==> src/rtl/alu_result_reg.sv <==
// Registered ALU result/flag stage: a 2-entry valid/ready FIFO with a condition-code evaluator
// on the head entry and a saturating counter of accepted overflow results.
module alu_result_reg #(
    parameter int unsigned M = 4
) (
    input  logic         clk,
    input  logic         rst,
    input  logic [M-1:0] r_in,
    input  logic         c_in,
    input  logic         n_in,
    input  logic         v_in,
    input  logic         z_in,
    input  logic         in_valid,
    output logic         in_ready,
    output logic [M-1:0] r_out,
    output logic         c_out,
    output logic         n_out,
    output logic         v_out,
    output logic         z_out,
    output logic         out_valid,
    input  logic         out_ready,
    input  logic [3:0]   cond,
    output logic         cond_true,
    output logic [7:0]   ovf_cnt,
    input  logic         clr
);

    typedef struct packed {
        logic [M-1:0] r;
        logic         c;
        logic         n;
        logic         v;
        logic         z;
    } entry_t;

    typedef enum logic [1:0] {StEmpty, StOne, StTwo} state_t;

    state_t     r_state;
    state_t     w_state_nxt;
    entry_t     r_head;
    entry_t     r_tail;
    entry_t     w_in_entry;
    logic [7:0] r_ovf_cnt;
    logic       w_push;
    logic       w_pop;
    logic       w_head_ld;
    logic       w_head_from_tail;
    logic       w_tail_ld;
    logic       w_cond_raw;

    assign w_in_entry = '{r: r_in, c: c_in, n: n_in, v: v_in, z: z_in};

    assign in_ready  = (r_state != StTwo);
    assign out_valid = (r_state != StEmpty);
    assign w_push    = in_valid && in_ready;
    assign w_pop     = out_valid && out_ready;

    always_ff @(posedge clk or posedge rst) begin
        if (rst) begin
            r_state <= StEmpty;
        end else begin
            r_state <= w_state_nxt;
        end
    end

    always_comb begin
        w_state_nxt      = r_state;
        w_head_ld        = 1'b0;
        w_head_from_tail = 1'b0;
        w_tail_ld        = 1'b0;
        case (r_state)
            StEmpty: begin
                if (w_push) begin
                    w_head_ld   = 1'b1;
                    w_state_nxt = StOne;
                end
            end
            StOne: begin
                // Push with pop: the new entry replaces the departing head directly.
                if (w_push && w_pop) begin
                    w_head_ld = 1'b1;
                end else if (w_push) begin
                    w_tail_ld   = 1'b1;
                    w_state_nxt = StTwo;
                end else if (w_pop) begin
                    w_state_nxt = StEmpty;
                end
            end
            StTwo: begin
                if (w_pop) begin
                    w_head_from_tail = 1'b1;
                    w_state_nxt      = StOne;
                end
            end
            default: w_state_nxt = StEmpty;
        endcase
    end

    always_ff @(posedge clk or posedge rst) begin
        if (rst) begin
            r_head <= '0;
            r_tail <= '0;
        end else begin
            if (w_head_ld) begin
                r_head <= w_in_entry;
            end else if (w_head_from_tail) begin
                r_head <= r_tail;
            end
            if (w_tail_ld) begin
                r_tail <= w_in_entry;
            end
        end
    end

    assign r_out = r_head.r;
    assign c_out = r_head.c;
    assign n_out = r_head.n;
    assign v_out = r_head.v;
    assign z_out = r_head.z;

    always_comb begin
        w_cond_raw = 1'b0;
        case (cond)
            4'h0: w_cond_raw = r_head.z;
            4'h1: w_cond_raw = !r_head.z;
            4'h2: w_cond_raw = r_head.c;
            4'h3: w_cond_raw = !r_head.c;
            4'h4: w_cond_raw = r_head.n;
            4'h5: w_cond_raw = !r_head.n;
            4'h6: w_cond_raw = r_head.v;
            4'h7: w_cond_raw = !r_head.v;
            4'h8: w_cond_raw = r_head.c && !r_head.z;
            4'h9: w_cond_raw = !r_head.c || r_head.z;
            4'hA: w_cond_raw = (r_head.n == r_head.v);
            4'hB: w_cond_raw = (r_head.n != r_head.v);
            4'hC: w_cond_raw = !r_head.z && (r_head.n == r_head.v);
            4'hD: w_cond_raw = r_head.z || (r_head.n != r_head.v);
            4'hE: w_cond_raw = 1'b1;
            default: w_cond_raw = 1'b0;
        endcase
    end

    assign cond_true = w_cond_raw && out_valid;

    // Clear wins over a same-cycle overflow push; the count saturates rather than wrapping.
    always_ff @(posedge clk or posedge rst) begin
        if (rst) begin
            r_ovf_cnt <= 8'd0;
        end else if (clr) begin
            r_ovf_cnt <= 8'd0;
        end else if (w_push && v_in && (r_ovf_cnt != 8'hFF)) begin
            r_ovf_cnt <= r_ovf_cnt + 8'd1;
        end
    end

    assign ovf_cnt = r_ovf_cnt;

endmodule

==> config.mk <==
export PLATFORM = sky130hd
export DESIGN_NAME = alu_result_reg
export DESIGN_NICKNAME = d
export VERILOG_FILES = /design/src/rtl/alu_result_reg.sv
export SDC_FILE = /design/constraint.sdc
export NUM_CORES = 1
export LEC_CHECK = 0
export ABC_AREA = 1
export CAP_MARGIN = 40
export CELL_PAD_IN_SITES_DETAIL_PLACEMENT = 0
export CELL_PAD_IN_SITES_GLOBAL_PLACEMENT = 1
export CORE_MARGIN = 2
export CORE_UTILIZATION = 37
export DETAILED_ROUTE_END_ITERATION = 12
export HOLD_SLACK_MARGIN = 0.12
export PLACE_DENSITY_LB_ADDON = 0.1
export SLEW_MARGIN = 40
export SYNTH_ARGS = -nofsm -noshare
export SYNTH_HDL_FRONTEND = slang
export SYNTH_SLANG_ARGS = --single-unit
==> constraint.sdc <==
create_clock -name clk -period 2 [get_ports clk]
set_clock_uncertainty 0.1 [all_clocks]
set_input_delay 0.4 -clock clk [delete_from_list [all_inputs] [get_ports clk]]
set_output_delay 0.4 -clock clk [all_outputs]
set_load 0.01 [all_outputs]
### Routing congestion map, run 1

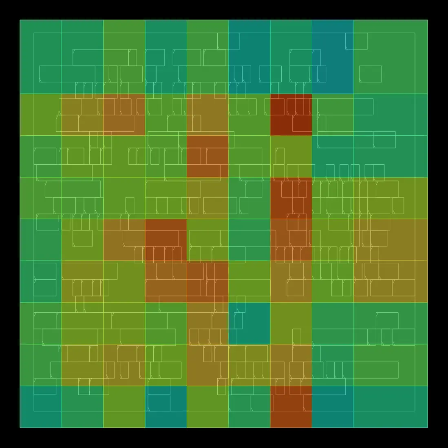
Most Crowded Layer GR: met2
grt met2 use: 0.288
GRT Util Overall: 0.176
routed len/inst: 11.9 um
GR met1 Demand/Resource: 0.241

### Sequential cells coloured by netlist name, run 1

The bar under the picture is 20 um long. Other sequential cells in the stronger grey, the rest of the logic in the fainter grey.
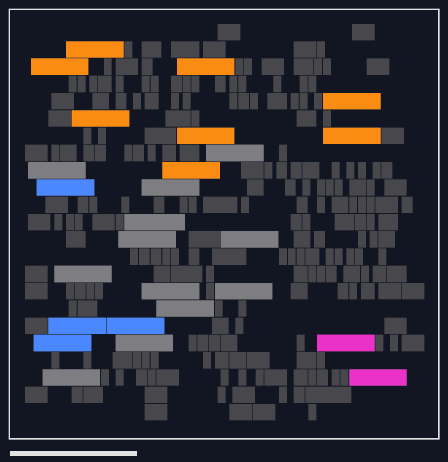
- ovf_cnt: orange (placed flops 8)
- r_out: blue (placed flops 4; where bottom left)
- r_state: magenta (placed flops 2)
register area: 652 um2
seq pwr: 0.693 mW
register share of the cell area: 0.325
Core Util, Final: 0.508

==> flow_summary.ini, run 1 <==
; generated from flow reports
[finish]
layout_top_cell_excl_fill_tap = nand2_1
n_all_inverters = 31
num-multi-input-gates = 139
fin_area_mm2 = 0.00200

[setup_path]
crit_family = buffers and inverters
r2r_start = ovf_cnt[0]
cp.required_ns = 1.50
crit_slowest_cell = clkdlybuf4s15_1
worst-path-buf-inv = 4

[route]
wl_met2_um = 1630
dr_wl_met3_um = 84
drt-pass1-iter-count = 4

[floorplanning]
fp.dieW_um = 67.4
coreArea_mm2 = 0.00394

[clock_tree]
htree_num_levels = 1

[global_route]
antenna_found_initial = 0
use_met3 = 0.0250

[status]
status = finished, final reports clean

[pwr]
p_int_mw = 1.02
clockPowerShare = 0.191

[min_path]
worstHoldPathType = in -> async

[final_timing]
rsz0062_at_grt = true
### I/O nets highlighted, run 1

The bar under the picture is 20 um long.
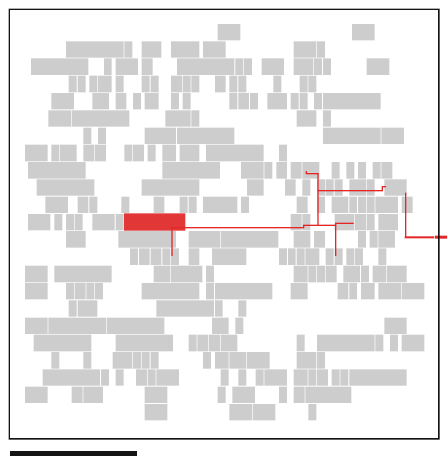
- z_out: red (direction output; edge right; end cells 1; wire 71.3 um)
I/O Pins: 36
PortBufs: 35

### Metal layers overlaid, run 1

Only two layers are drawn.
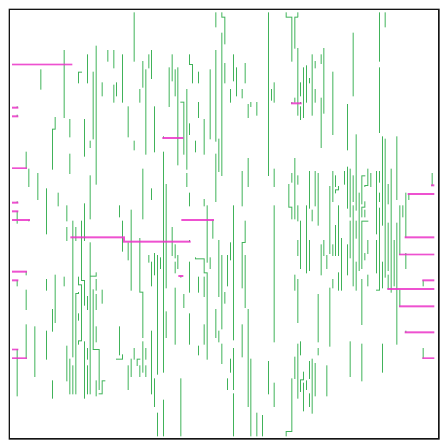
- met3: magenta (wire length 84.6 um)
- met2: green (wire length 1,630 um)
WL final: 3490 um
vias: 1,392

### Signal wires on met1, run 1

The bar under the picture is 20 um long. Supply wires on this layer in grey. Cells faint in the background.
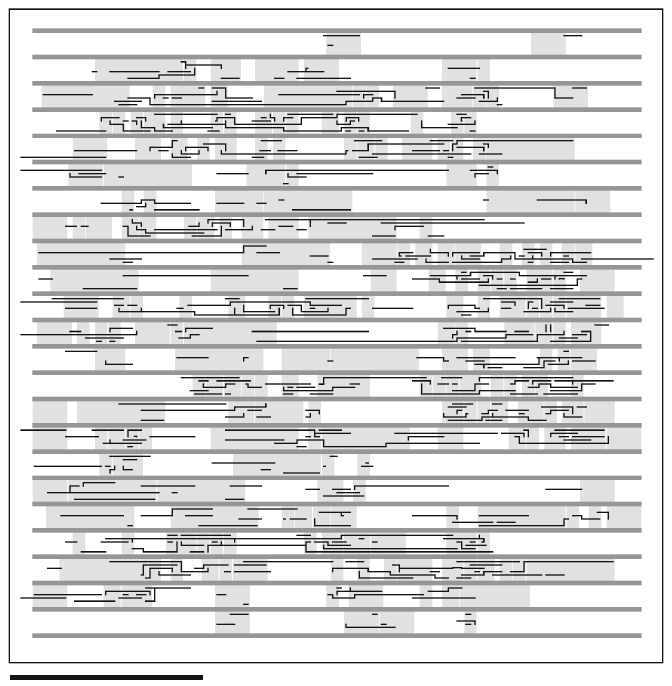

==> run 2: changes to the inputs <==
--- a/config.mk
+++ b/config.mk
@@ -9,7 +9,6 @@
 export CAP_MARGIN = 40
 export CELL_PAD_IN_SITES_DETAIL_PLACEMENT = 0
 export CELL_PAD_IN_SITES_GLOBAL_PLACEMENT = 1
-export CORE_MARGIN = 2
 export CORE_UTILIZATION = 37
 export DETAILED_ROUTE_END_ITERATION = 12
 export HOLD_SLACK_MARGIN = 0.12
### Signal wires on met1, run 2

The bar under the picture is 20 um long. Supply wires on this layer in grey. Cells faint in the background.
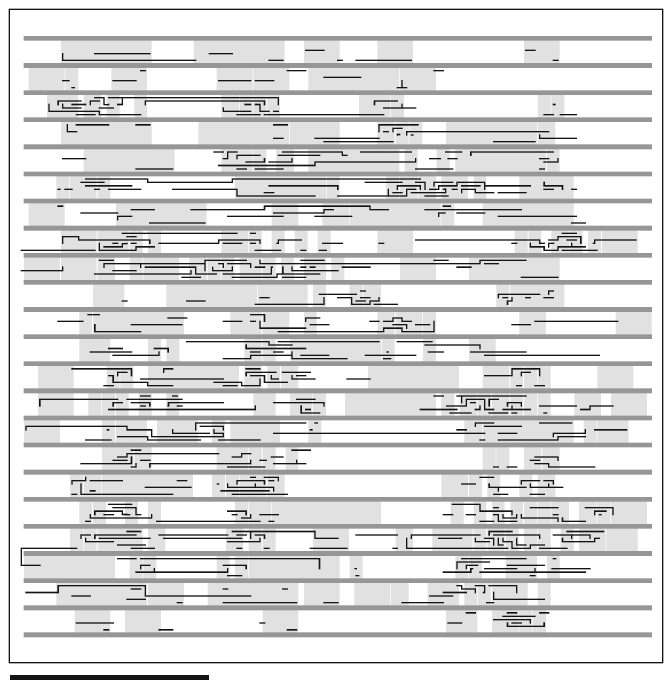
- share of all routed wire: 45%
- wire length on this layer: 1,580 um
- main direction: horizontal
- longest straight run: 22.1 um
WL final: 3490 um
vias: 1,422
GR met1 Demand/Resource: 0.220

==> flow_summary.ini, run 2 <==
; generated from flow reports
[status]
status = finished, final reports clean

[finish]
num-multi-input-gates = 139
layout_top_cell_excl_fill_tap = nand2_1
logic_area_um2 = 686
flop_area_um2 = 651
sh_seq_area = 0.323
fin_area_mm2 = 0.00202
comb_share = 0.340
clock_cell_area_share = 0.0354
n_all_inverters = 31
post-route-util = 0.535
lay_top_cells = nand2_1, clkdlybuf4s50_1, inv_1

[floorplanning]
fp.dieW_um = 65.4
coreArea_mm2 = 0.00377
io_pins = 36

[global_route]
grt_use_total = 0.181
busiest_layer = met2
antenna_found_initial = 0
use_met3 = 0.0243
gr-usage-met2 = 0.329

[clock_tree]
cts_root_buf = clkbuf_8
htree_num_levels = 1
clk_path_buf_depth = 2

[route]
avgRoutedWirePerCell_um = 11.9
dr_wl_met3_um = 122
drt-pass1-iter-count = 4
highest_layer = met4
wl_met2_um = 1750
vias_per_cell = 4.84

[setup_path]
r2r_start = ovf_cnt[0]
crit_family = flip-flops
critical_path_arrival_ns = 1.43
cp.required_ns = 1.50
start_kind = register
worst-path-buf-inv = 2
crit_slowest_cell = dfrtp_1

[pwr]
maxPowerGroup = sequential cells
p_int_mw = 1.15
clockPowerShare = 0.268
pg_seq_mw = 0.697

[final_timing]
rsz0062_at_grt = true
fin_crit_sh = 0.966

[yosys]
synthArstFlopShare = 1.00
yosys_area_mm2 = 0.00149
ys_sh_aoi = 0.119
yosysUniqueCellTypes = 28
yosys-top-cells-count = nand2_1, inv_1, dfrtp_1

[min_path]
worstHoldPathType = in -> async

[placed_design]
io_buffer_count = 35
### Routing congestion map, run 2

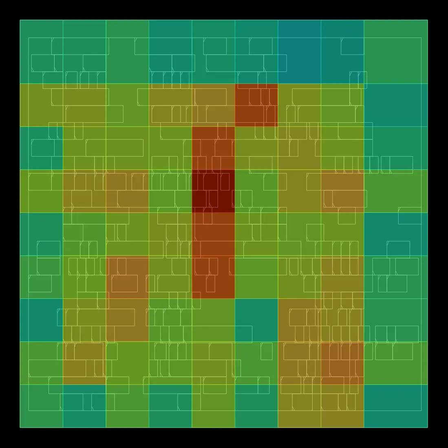

==> run 3: changes to the inputs <==
--- a/config.mk
+++ b/config.mk
@@ -10,9 +10,10 @@
 export CELL_PAD_IN_SITES_DETAIL_PLACEMENT = 0
 export CELL_PAD_IN_SITES_GLOBAL_PLACEMENT = 1
 export CORE_UTILIZATION = 37
+export CTS_CLUSTER_SIZE = 16
 export DETAILED_ROUTE_END_ITERATION = 12
 export HOLD_SLACK_MARGIN = 0.12
-export PLACE_DENSITY_LB_ADDON = 0.1
+export PLACE_DENSITY = 0.94
 export SLEW_MARGIN = 40
 export SYNTH_ARGS = -nofsm -noshare
 export SYNTH_HDL_FRONTEND = slang
==> constraint.sdc (replaced) <==
create_clock -name clk -period 2.27 [get_ports clk]
set_clock_uncertainty 0.1 [all_clocks]
set_input_delay 0.454 -clock clk [delete_from_list [all_inputs] [get_ports clk]]
set_output_delay 0.454 -clock clk [all_outputs]
set_load 0.01 [all_outputs]
### Routing congestion map, run 3

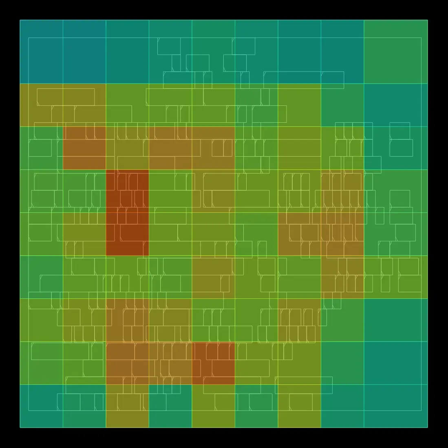
grt met2 use: 0.254
global routing usage on met3: 0.0174
routed len/inst: 10.5 um

==> flow_summary.ini, run 3 <==
; generated from flow reports
[finish]
lay_top_cells = nand2_1, clkdlybuf4s50_1, inv_1
n_all_inverters = 31
num-multi-input-gates = 139
clock_cell_area_share = 0.0361

[pwr]
maxPowerGroup = sequential cells

[setup_path]
crit_family = buffers and inverters
crit_slowest_cell = dlygate4sd2_1
cp.required_ns = 1.72
r2r_start = ovf_cnt[0]

[global_route]
use_met1 = 0.213
antenna_found_initial = 0
grt_use_total = 0.160

[min_path]
worstHoldPathType = reg -> reg

[route]
dr_wl_met3_um = 101
wl_met2_um = 1370
drt-pass1-iter-count = 4
vias_per_cell = 4.71
highest_layer = met4

[yosys]
ys_sh_aoi = 0.119
yosysUniqueCellTypes = 28
yosys_area_mm2 = 0.00149

[floorplanning]
coreArea_mm2 = 0.00377
fp.dieW_um = 65.4

[final_timing]
rsz0062_at_grt = false

[status]
status = finished, final reports clean

[clock_tree]
clk_path_buf_depth = 2

[placed_design]
io_buffer_count = 35
No activity file was given, so power comes from the tool's default toggle rates.
